$ cat config.mk
export PLATFORM = sky130hd
export DESIGN_NAME = reward_decider_seq
export DESIGN_NICKNAME = d
export VERILOG_FILES = /design/src/rtl/rd_pkg.sv /design/src/rtl/rd_sat_add.sv /design/src/rtl/reward_decider_seq.sv
export SDC_FILE = /design/constraint.sdc
export NUM_CORES = 1
export LEC_CHECK = 0
export ABC_AREA = 1
export CAP_MARGIN = 10
export CORE_MARGIN = 4
export CORE_UTILIZATION = 50
export CTS_CLUSTER_DIAMETER = 120
export CTS_CLUSTER_SIZE = 24
export DETAILED_ROUTE_END_ITERATION = 7
export PLACE_DENSITY_LB_ADDON = 0.2
export SLEW_MARGIN = 40
export SYNTH_ARGS = -nofsm -noshare
export SYNTH_HDL_FRONTEND = slang
export SYNTH_HIERARCHICAL = 1
export SYNTH_SLANG_ARGS = --single-unit
export TNS_END_PERCENT = 1
$ cat constraint.sdc
create_clock -name clk -period 8.8 [get_ports clk]
set_input_delay 0.88 -clock clk [delete_from_list [all_inputs] [get_ports clk]]
set_output_delay 0.88 -clock clk [all_outputs]
set_load 0.05 [all_outputs]
$ cat src/rtl/rd_pkg.sv
// Shared types, default sizes and helpers for the serial reward decider.
// The sum width leaves headroom for L lanes of full-width weighted penalties.
package rd_pkg;

    localparam int RD_N_INT  = 2;
    localparam int RD_N_LANE = 4;
    localparam int RD_LVL_W  = 3;
    localparam int RD_RW     = 32;
    localparam int L         = RD_N_INT * RD_N_LANE;
    localparam int SUM_W     = RD_RW + RD_LVL_W + $clog2(L) + 1;

    typedef enum logic [1:0] {
        IDLE,
        SCAN,
        DONE
    } rd_state_t;

    function automatic logic signed [RD_RW-1:0] sat_rw(
        input logic signed [SUM_W-1:0] v
    );
        logic [SUM_W-RD_RW:0] top;
        top = v[SUM_W-1:RD_RW-1];
        if ((&top) || !(|top)) begin
            return v[RD_RW-1:0];
        end else if (v[SUM_W-1]) begin
            return {1'b1, {(RD_RW-1){1'b0}}};
        end else begin
            return {1'b0, {(RD_RW-1){1'b1}}};
        end
    endfunction

endpackage

$ cat src/rtl/rd_sat_add.sv
// Signed two's-complement adder that clamps to the W-bit range.
module rd_sat_add #(
    parameter int W = 32
) (
    input  logic signed [W-1:0] a,
    input  logic signed [W-1:0] b,
    output logic signed [W-1:0] y
);

    logic signed [W:0] s;

    always_comb begin
        s = {a[W-1], a} + {b[W-1], b};
        if (s[W] != s[W-1]) begin
            y = s[W] ? {1'b1, {(W-1){1'b0}}} : {1'b0, {(W-1){1'b1}}};
        end else begin
            y = s[W-1:0];
        end
    end

endmodule

$ cat src/rtl/reward_decider_seq.sv
// Serial lane scorer: one lane per cycle, saturated step reward and
// a saturating per-episode accumulator behind valid/ready handshakes.
module reward_decider_seq
    import rd_pkg::*;
#(
    parameter int N_INT  = RD_N_INT,
    parameter int N_LANE = RD_N_LANE,
    parameter int LVL_W  = RD_LVL_W,
    parameter int RW     = RD_RW
) (
    input  logic                                  clk,
    input  logic                                  rst,
    input  logic                                  s_valid,
    output logic                                  s_ready,
    input  logic [N_INT*N_LANE*LVL_W-1:0]         s_state,
    input  logic signed [RW-1:0]                  r_pos,
    input  logic signed [RW-1:0]                  r_neg,
    input  logic                                  mode,
    input  logic                                  ep_clr,
    output logic                                  r_valid,
    input  logic                                  r_ready,
    output logic signed [RW-1:0]                  r,
    output logic [$clog2(N_INT*N_LANE+1)-1:0]     zero_cnt,
    output logic signed [RW-1:0]                  acc
);

    localparam int NL = N_INT * N_LANE;
    localparam int SW = RW + LVL_W + $clog2(NL) + 1;
    localparam int IW = $clog2(NL);
    localparam int ZW = $clog2(NL + 1);

    rd_state_t state_q, state_d;

    logic [NL*LVL_W-1:0]    st_q;
    logic signed [RW-1:0]   rpos_q, rneg_q;
    logic                   mode_q;
    logic [IW-1:0]          idx;
    logic signed [SW-1:0]   sum, sum_nx, contrib;
    logic [ZW-1:0]          zc, zc_nx;
    logic [LVL_W-1:0]       lvl;
    logic signed [RW+LVL_W:0] prod;
    logic                   accept, last, hs;
    logic signed [RW-1:0]   acc_base, acc_nx;

    assign s_ready = (state_q == IDLE);
    assign r_valid = (state_q == DONE);
    assign accept  = s_valid && s_ready;
    assign hs      = r_valid && r_ready;
    assign last    = (idx == IW'(NL - 1));

    always_ff @(posedge clk or posedge rst) begin
        if (rst) state_q <= IDLE;
        else     state_q <= state_d;
    end

    always_comb begin
        state_d = state_q;
        unique case (state_q)
            IDLE: if (accept)  state_d = SCAN;
            SCAN: if (last)    state_d = DONE;
            DONE: if (r_ready) state_d = IDLE;
            default:           state_d = IDLE;
        endcase
    end

    // Weighted penalty uses the full product; level is unsigned
    always_comb begin
        lvl  = st_q[idx*LVL_W +: LVL_W];
        prod = rneg_q * $signed({1'b0, lvl});
        if (lvl == '0) begin
            contrib = {{(SW-RW){rpos_q[RW-1]}}, rpos_q};
        end else if (!mode_q) begin
            contrib = -{{(SW-RW){rneg_q[RW-1]}}, rneg_q};
        end else begin
            contrib = -{{(SW-RW-LVL_W-1){prod[RW+LVL_W]}}, prod};
        end
        sum_nx = sum + contrib;
        zc_nx  = zc + ZW'(lvl == '0);
    end

    always_ff @(posedge clk or posedge rst) begin
        if (rst) begin
            st_q     <= '0;
            rpos_q   <= '0;
            rneg_q   <= '0;
            mode_q   <= 1'b0;
            idx      <= '0;
            sum      <= '0;
            zc       <= '0;
            r        <= '0;
            zero_cnt <= '0;
        end else if (accept) begin
            st_q   <= s_state;
            rpos_q <= r_pos;
            rneg_q <= r_neg;
            mode_q <= mode;
            idx    <= '0;
            sum    <= '0;
            zc     <= '0;
        end else if (state_q == SCAN) begin
            sum <= sum_nx;
            zc  <= zc_nx;
            idx <= idx + 1'b1;
            if (last) begin
                r        <= sat_rw(sum_nx);
                zero_cnt <= zc_nx;
            end
        end
    end

    // Clearing on a handshake restarts the episode with this step's reward
    assign acc_base = ep_clr ? '0 : acc;

    rd_sat_add #(.W(RW)) u_acc_add (
        .a (acc_base),
        .b (r),
        .y (acc_nx)
    );

    always_ff @(posedge clk or posedge rst) begin
        if (rst)         acc <= '0;
        else if (hs)     acc <= acc_nx;
        else if (ep_clr) acc <= '0;
    end

endmodule
==> flow_summary.ini, run 1 <==
; generated from flow reports
[timing]
setup_viol = 0
fin_ws_ns = 0.677
rsz0062_at_grt = false
skew_ns = 0.0378
drv_slew = 0
hold_viol = 0

[min_path]
min_to = zero_cnt[1]
hold_depth = 2

[finish]
largestClassByArea = combinational gates
comb_area_share_pct = 55.5
fillers = 3915
flop_area_mm2 = 0.00513
max_flop_register = sum
layout_top_cells = 733 x nand2_1, 546 x inv_1, 366 x nor2_1, 208 x a21oi_1, 204 x dfrtp_1
diodes = 0
area_growth_pct = 12.6
clock_area_share_pct = 1.96
utilization_pct = 57.3
n_clock_buffer = 15
lay_top_count = nand2_1
seq_cells = 205

[setup_path]
r2r-start = idx[0]
cp_common_cell = nand2_1
critical_path_class = flop to flop
start_kind = flop
reg2reg_to = r[0]
crit_slowest_cell = dfrtp_4
r2r_slack_ns = 0.68
slowest_delay_ns = 0.58
critPathMaxFanout = 32
critical_path_arrival_ns = 8.54

[clock_tree]
postCtsHoldBufs = 0
numCtsBuffers = 14
ctsRootBufferMaster = clkbuf_16
cts_resized = 0
clkTransAtPathRegs_ns = 0.10
post_cts_buffers = 0
htree_levels = 1

[logic_synthesis]
yosys_cells = 3038
netlist_logic_family_top = simple AND/OR/NAND/NOR gates
synth_cell_types = 58
mux_area_share_pct = 3.49
edf_count = 0
yosys-top-cells-count = 734 x nand2_1, 547 x inv_1, 367 x nor2_1
mappedNetlistArea_mm2 = 0.0203
yosys_warnings = 6
top_area_cell = dfrtp_1
ys_area_mm2 = 0.0203
ff_type = dfrtp_1
top_area_share_pct = 25.3
yosysSeqAreaShare_pct = 25.3
synth-async-reset-ratio_pct = 100

[drt]
postRouteWirelength_mm = 61.8
wire_per_inst_um = 16.7
drc = 0
wl_met3_mm = 2.89
drt_iter0_drc = 1261
via_per_inst = 5.29
top_layer = met4

[job]
maxCapViolCount = 0

[floorplanning]
tapcell.inserted = 525
io_pins = 164
row_count = 73

[placement]
portBuffers = 163
place_inst = 3668

[grt]
grt_use_total_pct = 27.5
grtUsageMet3_pct = 2.21
antenna_found_initial = 0
first_global_vias = 19305
grt_max_degree = 96

[status]
outcome = complete, no violations
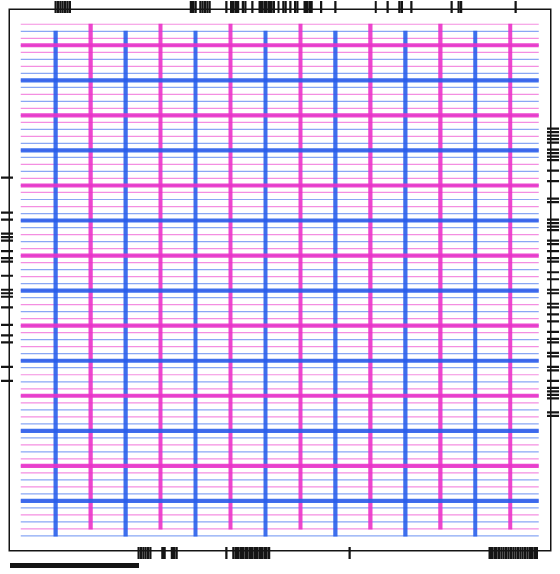
(run_1/floorplan.png)
The bar under the picture is 50 um long. Pins as bars on the die edge.
- VDD: magenta
- VSS: blue
- signal pins: 164
- rows: 73
- met4 straps: 14
Die H: 210 um
Core Footprint: 0.0399 mm2
Chip Width: 210 um

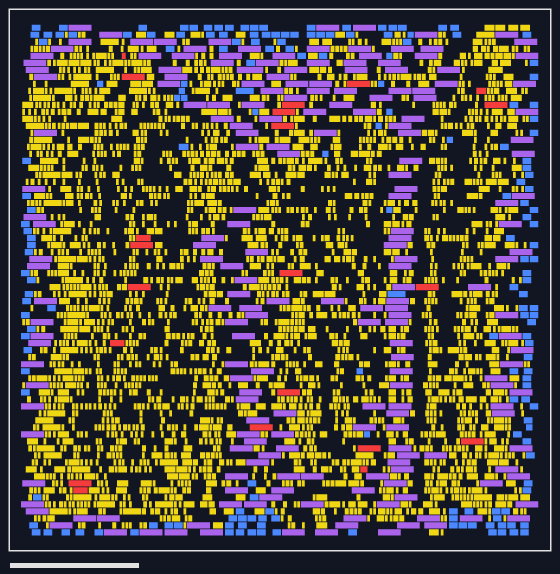
(run_1/class_map.png)
The bar under the picture is 50 um long.
- remaining logic cells: yellow (cells 2759; share of their area 67%)
- sequential cells: purple (cells 205; share of their area 23%)
- remaining buffers and delay cells: blue (cells 183; share of their area 8.2%)
- clock drivers and dummy loads: red (cells 21; share of their area 2.0%)

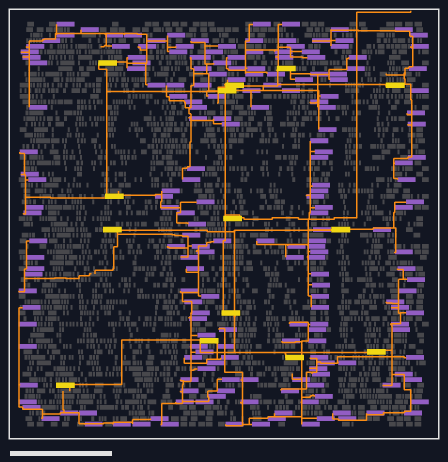
(run_1/clock_wires.png)
The bar under the picture is 50 um long.
- flip-flops: purple (count 205)
- clock wires: orange (length 3060 um)
- clock-net drivers: yellow (count 14)
- routed clock nets: 15
- flops lie: widely spread
clk latency late pin: 0.53 ns

==> run 1 -> run 2 <==
- SKIP_CTS_REPAIR_TIMING: unset -> 1
==> flow_summary.ini, run 2 <==
; generated from flow reports
[grt]
grtUsageMet3_pct = 2.21
grt_max_degree = 96
use_met1_pct = 35.6
gr-total-overflow = 0
antenna_found_initial = 0
first_global_vias = 19305

[timing]
fin_ws_ns = 0.677
fmax_ghz = 0.123
setup_viol = 0
rsz0062_at_grt = false
tightest_slew_ns = 0.676
period_minus_slack_ns = 8.12
hold_viol = 0
drv_slew = 0

[logic_synthesis]
ys_area_mm2 = 0.0203
yosys_cells = 3038
ff_type = dfrtp_1
edf_count = 0
yosys-top-cells-count = 734 x nand2_1, 547 x inv_1, 367 x nor2_1
mappedNetlistArea_mm2 = 0.0203
netlist_logic_family_top = simple AND/OR/NAND/NOR gates
yosys_warnings = 6
mux_area_share_pct = 3.49
yosysSeqAreaShare_pct = 25.3
synth_cell_types = 58
synth-async-reset-ratio_pct = 100
top_area_share_pct = 25.3

[min_path]
hold_depth = 2

[setup_path]
slowest_delay_ns = 0.58
start_kind = flop
crit_slowest_cell = dfrtp_4
reg2reg_to = r[0]
critPathMaxFanout = 32
r2r-start = idx[0]
r2r_slack_ns = 0.68
cp_common_cell = nand2_1
critical_path_arrival_ns = 8.54

[finish]
n_clock_buffer = 15
seq_cells = 205
diodes = 0
layout_top_cells = 733 x nand2_1, 546 x inv_1, 366 x nor2_1, 208 x a21oi_1, 204 x dfrtp_1
lay_top_count = nand2_1
largestClassByArea = combinational gates
flop_area_mm2 = 0.00513
seq_share_pct = 22.5
clock_area_share_pct = 1.96
comb_area_share_pct = 55.5
area_growth_pct = 12.6

[placement]
portBuffers = 163
place_inst = 3668

[drt]
drt_iter0_drc = 1261
wl_met3_mm = 2.89
top_layer = met4
via_per_inst = 5.29
antenna_left = 0
drc = 0

[floorplanning]
die_area_mm2 = 0.0439
die_x_um = 210
io_pins = 164
core_mm2 = 0.0399
tapcell.inserted = 525
die_y_um = 210

[clock_tree]
ctsRootBufferMaster = clkbuf_16
numCtsBuffers = 14
clkTransAtPathRegs_ns = 0.10

[job]
maxCapViolCount = 0

[status]
outcome = complete, no violations
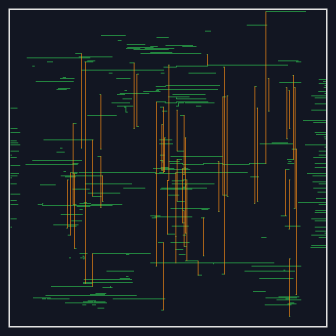
(run_2/layers.png)
Two of the layers only.
- M3: green (wire length 2890 um)
- M4: orange (wire length 2300 um)
drt wl/cell: 16.7 um
GRT Resource Usage Total: 27.5%
WL final: 61.8 mm
Via Count: 19522

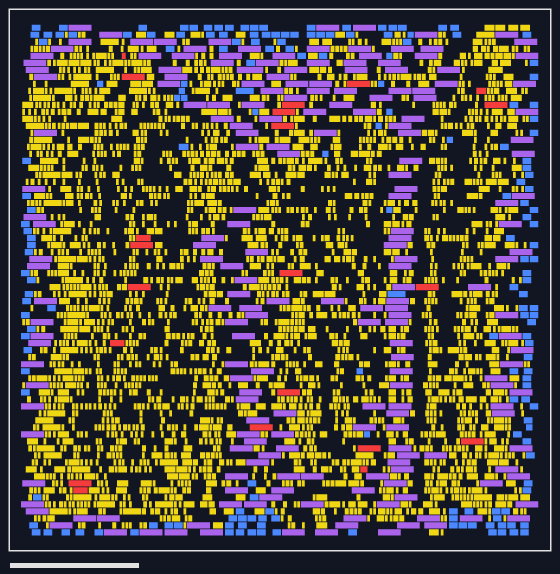
(run_2/class_map.png)
The bar under the picture is 50 um long.
- sequential cells: purple (cells 205; share of their area 23%)
- remaining logic cells: yellow (cells 2759; share of their area 67%)
- remaining buffers and delay cells: blue (cells 183; share of their area 8.2%)
- clock drivers and dummy loads: red (cells 21; share of their area 2.0%)
design area: 0.0229 mm2
Site Rows: 73

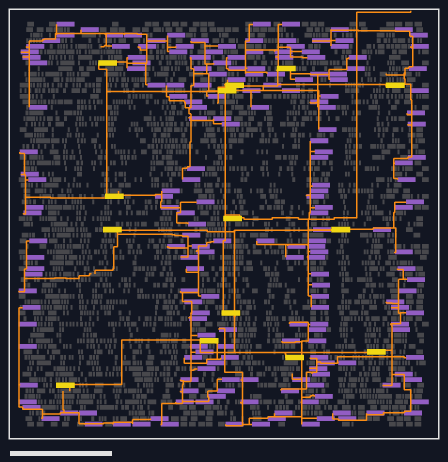
(run_2/clock_wires.png)
The bar under the picture is 50 um long.
- clock wires: orange (length 3060 um)
- flip-flops: purple (count 205)
- clock-net drivers: yellow (count 14)
- routed clock nets: 15
Fin Clk Skew: 0.0378 ns

